Fig. 1: routed metal, one color a layer
Scale: 4 px per um. Only two layers are drawn.
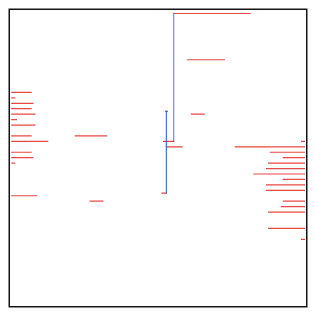
Fig. 2: wire density map
Scale: 4 px per um. The die is cut into 15 by 15 equal tiles; dark blue is low, red is high, scaled to the fullest tile. Values are wire area over tile area, all layers added.
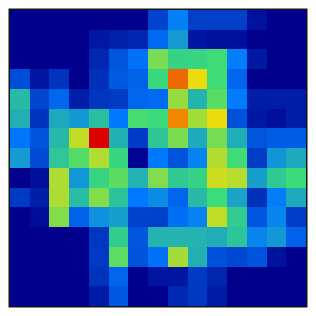
===== config.mk =====
export PLATFORM = sky130hd
export DESIGN_NAME = multicycle_ctrl
export DESIGN_NICKNAME = d
export VERILOG_FILES = /design/src/rtl/multicycle_ctrl.sv
export SDC_FILE = /design/constraint.sdc
export NUM_CORES = 1
export LEC_CHECK = 0
export CORE_MARGIN = 5
export CORE_UTILIZATION = 35
export DETAILED_ROUTE_END_ITERATION = 7
export GPL_ROUTABILITY_DRIVEN = 0
export GPL_TIMING_DRIVEN = 0
export HOLD_SLACK_MARGIN = 0.08
export SLEW_MARGIN = 20
export SYNTH_ARGS = -nofsm -noshare
export SYNTH_HDL_FRONTEND = slang
export SYNTH_SLANG_ARGS = --single-unit

===== constraint.sdc =====
create_clock -name clk -period 5.65 [get_ports clk]
set_input_delay 1.13 -clock clk [delete_from_list [all_inputs] [get_ports clk]]
set_output_delay 1.13 -clock clk [all_outputs]
set_load 0.02 [all_outputs]

===== src/rtl/multicycle_ctrl.sv =====
// Multi-cycle FETCH/DECODE/EXEC/MEM/WB sequencer for the RV64 datapath; beq 3, ALU/sd 4, ld 5 cycles.
// FETCH stretches on im_ready and MEM on dm_ready; traps on illegal encodings or DM timeout.
module multicycle_ctrl #(
  parameter int TIMEOUT = 16
) (
  input  logic        clk,
  input  logic        reset,
  input  logic [16:0] instr,
  input  logic        Zero_Flag,
  input  logic        im_ready,
  input  logic        dm_ready,
  output logic        imReq,
  output logic        irWrite,
  output logic        pcWrite,
  output logic        AluSrc,
  output logic [3:0]  AluControl,
  output logic        Branch,
  output logic        memRead,
  output logic        memWrite,
  output logic        regWrite,
  output logic        memtoReg,
  output logic        trap,
  output logic [1:0]  trap_cause,
  output logic [2:0]  state_o
);

  typedef enum logic [2:0] {
    S_FETCH  = 3'd0,
    S_DECODE = 3'd1,
    S_EXEC   = 3'd2,
    S_MEM    = 3'd3,
    S_WB     = 3'd4,
    S_TRAP   = 3'd7
  } state_e;

  typedef enum logic [2:0] {
    C_NONE, C_R, C_I, C_LD, C_SD, C_BEQ
  } cls_e;

  localparam logic [3:0] ALU_AND = 4'b0000;
  localparam logic [3:0] ALU_OR  = 4'b0001;
  localparam logic [3:0] ALU_ADD = 4'b0010;
  localparam logic [3:0] ALU_SUB = 4'b0110;
  localparam logic [7:0] TO_LAST = 8'(TIMEOUT - 1);

  state_e     state_q, state_d;
  cls_e       cls_q, cls_d, dec_cls;
  logic       src_q, src_d, dec_src;
  logic [3:0] alu_q, alu_d, dec_alu;
  logic [7:0] cnt_q, cnt_d;
  logic [1:0] cause_q, cause_d;

  logic [6:0] opcode, funct7;
  logic [2:0] funct3;
  logic       unused_zero;

  assign {funct7, funct3, opcode} = instr;
  // Zero_Flag is consumed by the datapath's PC mux, not by the sequencer.
  assign unused_zero = Zero_Flag;

  always_comb begin
    dec_cls = C_NONE;
    dec_src = 1'b0;
    dec_alu = ALU_AND;
    case (opcode)
      7'b0110011: begin
        case (funct3)
          3'b000: begin
            if (funct7 == 7'b0000000) begin
              dec_cls = C_R;
              dec_alu = ALU_ADD;
            end else if (funct7 == 7'b0100000) begin
              dec_cls = C_R;
              dec_alu = ALU_SUB;
            end
          end
          3'b111: if (funct7 == 7'b0000000) begin
            dec_cls = C_R;
            dec_alu = ALU_AND;
          end
          3'b110: if (funct7 == 7'b0000000) begin
            dec_cls = C_R;
            dec_alu = ALU_OR;
          end
          default: dec_cls = C_NONE;
        endcase
      end
      7'b0010011: begin
        dec_src = 1'b1;
        case (funct3)
          3'b000: begin
            dec_cls = C_I;
            dec_alu = ALU_ADD;
          end
          3'b111: begin
            dec_cls = C_I;
            dec_alu = ALU_AND;
          end
          3'b110: begin
            dec_cls = C_I;
            dec_alu = ALU_OR;
          end
          default: dec_cls = C_NONE;
        endcase
      end
      7'b0000011: if (funct3 == 3'b011) begin
        dec_cls = C_LD;
        dec_src = 1'b1;
        dec_alu = ALU_ADD;
      end
      7'b0100011: if (funct3 == 3'b011) begin
        dec_cls = C_SD;
        dec_src = 1'b1;
        dec_alu = ALU_ADD;
      end
      7'b1100011: if (funct3 == 3'b000) begin
        dec_cls = C_BEQ;
        dec_alu = ALU_SUB;
      end
      default: dec_cls = C_NONE;
    endcase
  end

  always_comb begin
    state_d    = state_q;
    cls_d      = cls_q;
    src_d      = src_q;
    alu_d      = alu_q;
    cnt_d      = cnt_q;
    cause_d    = cause_q;
    imReq      = 1'b0;
    pcWrite    = 1'b0;
    AluSrc     = 1'b0;
    AluControl = ALU_AND;
    Branch     = 1'b0;
    memRead    = 1'b0;
    memWrite   = 1'b0;
    regWrite   = 1'b0;
    memtoReg   = 1'b0;
    case (state_q)
      S_FETCH: begin
        imReq = 1'b1;
        if (im_ready) state_d = S_DECODE;
      end
      S_DECODE: begin
        if (dec_cls != C_NONE) begin
          cls_d   = dec_cls;
          src_d   = dec_src;
          alu_d   = dec_alu;
          state_d = S_EXEC;
        end else begin
          cause_d = 2'b01;
          state_d = S_TRAP;
        end
      end
      S_EXEC: begin
        AluSrc     = src_q;
        AluControl = alu_q;
        cnt_d      = 8'd0;
        case (cls_q)
          C_BEQ: begin
            Branch  = 1'b1;
            pcWrite = 1'b1;
            state_d = S_FETCH;
          end
          C_LD, C_SD: state_d = S_MEM;
          default:    state_d = S_WB;
        endcase
      end
      S_MEM: begin
        AluSrc     = 1'b1;
        AluControl = ALU_ADD;
        memRead    = (cls_q == C_LD);
        memWrite   = (cls_q == C_SD);
        // A completing handshake wins over a timeout landing on the same cycle.
        if (dm_ready) begin
          if (cls_q == C_SD) begin
            pcWrite = 1'b1;
            state_d = S_FETCH;
          end else begin
            state_d = S_WB;
          end
        end else if (cnt_q == TO_LAST) begin
          cause_d = 2'b10;
          state_d = S_TRAP;
        end else begin
          cnt_d = cnt_q + 8'd1;
        end
      end
      S_WB: begin
        regWrite = 1'b1;
        pcWrite  = 1'b1;
        memtoReg = (cls_q == C_LD);
        state_d  = S_FETCH;
      end
      S_TRAP: state_d = S_TRAP;
      default: state_d = S_FETCH;
    endcase
  end

  // Gated by reset so no IR load can slip through while reset is held.
  assign irWrite    = imReq & im_ready & ~reset;
  assign trap       = (state_q == S_TRAP);
  assign trap_cause = cause_q;
  assign state_o    = state_q;

  always_ff @(posedge clk or posedge reset) begin
    if (reset) begin
      state_q <= S_FETCH;
      cls_q   <= C_NONE;
      src_q   <= 1'b0;
      alu_q   <= 4'b0000;
      cnt_q   <= 8'd0;
      cause_q <= 2'b00;
    end else begin
      state_q <= state_d;
      cls_q   <= cls_d;
      src_q   <= src_d;
      alu_q   <= alu_d;
      cnt_q   <= cnt_d;
      cause_q <= cause_d;
    end
  end

endmodule


==> run summary <==
Reports from this run.

- Summed over the clock group, the power is between 0.0001 and 0.00015 W.
- The total length of routed wires is ~3600 um.
- The synthesized netlist cell count reads ~170.
- The worst setup path startpoint reads reset.
- The library cell with the largest summed area after synthesis reads sky130_fd_sc_hd__dfrtp_1.
- The clock skew is 0.00948 ns.
- The inserted tap cell count reads ~50.
- The type of element capturing the critical path reads an output port.
- The total of plain and repair buffers excluding clock buffers reads between 40 and 50.
- Per the GRT congestion report, total overflow comes to 0.
- The fraction of final layout cells with drive strength greater than 1 is 7.87%.
- The required time of the worst setup path reads roughly 4.5 ns.
- In the post-synthesis netlist, the biggest area contributors are sky130_fd_sc_hd__dfrtp_1 35%, sky130_fd_sc_hd__nor2_1 5.8%, sky130_fd_sc_hd__nor3_1 3.8%.
- The number of logic gates reads between 100 and 150.
- The power report puts the net switching power at between 0.0002 and 0.00025 W.
- The type of the setup path with the least slack is in -> out.
- The clock power share reads 19.0%.
- No sink is reached through more buffers than the 2 on the longest clock path.
- The overall routing resource usage is 14.2%.
- The largest fanout on the critical path reads 21.
- The largest single stage delay on the critical path is approximately 0.6 ns.
- The cell-internal power reads between 0.0003 and 0.0004 W.
- The total power of the final layout reads 0.000572 W.
- Per the timing report, the achievable frequency comes out to 244 MHz.
- The number of warnings reported in the yosys synthesis log is 0.
- The maximum number of pins on one net before global-route repair reads 22.
- In this run, the synthesized area fraction spent on adder and majority cells is recorded as less than 1%.
- The worst-case headroom to the max-slew limit reads between 40% and 50%.
- The iteration count of the initial detailed-routing pass is 4.
- The xor/xnor share of the synthesized area is ~2.4%.
- According to the floorplan log, the row count is 23.
- The number of max-slew violations in the final report is 0.
- The setup total negative slack reads 0 ns.
- The number of failing hold endpoints at the final stage is 0.
- The register with the most flip-flops in the layout has 8 of them.
- The total number of nets in the final design reads 240.
- In the floorplan report the effective utilization is a little over a third.
- The number of remaining DRC errors reads 0.
- The dominant register cell reads sky130_fd_sc_hd__dfrtp_1.
- The clock latency on the worst-skew pair reads about 0.26 ns.
- The last timing report of the flow puts the setup violation total at 0.
- The flow ran to the end, and the final reports show no timing, DRC or antenna violations.
- The routed via count divided by cell count reads roughly 5.2.
- The data arrival time of the worst path is around 3.0 ns.
## Picture notes: Fig. 1
| layer | color | wire length |
|---|---|---|
| met4 | blue | 52.4 um |
| met3 | red | 226 um |

## Picture notes: Fig. 2
nearly empty tiles: 25%
fullest tile: 0.46
tiles over half the peak: 13%
mean over tiles: 0.11

Power is estimated from default activity; no workload was simulated.
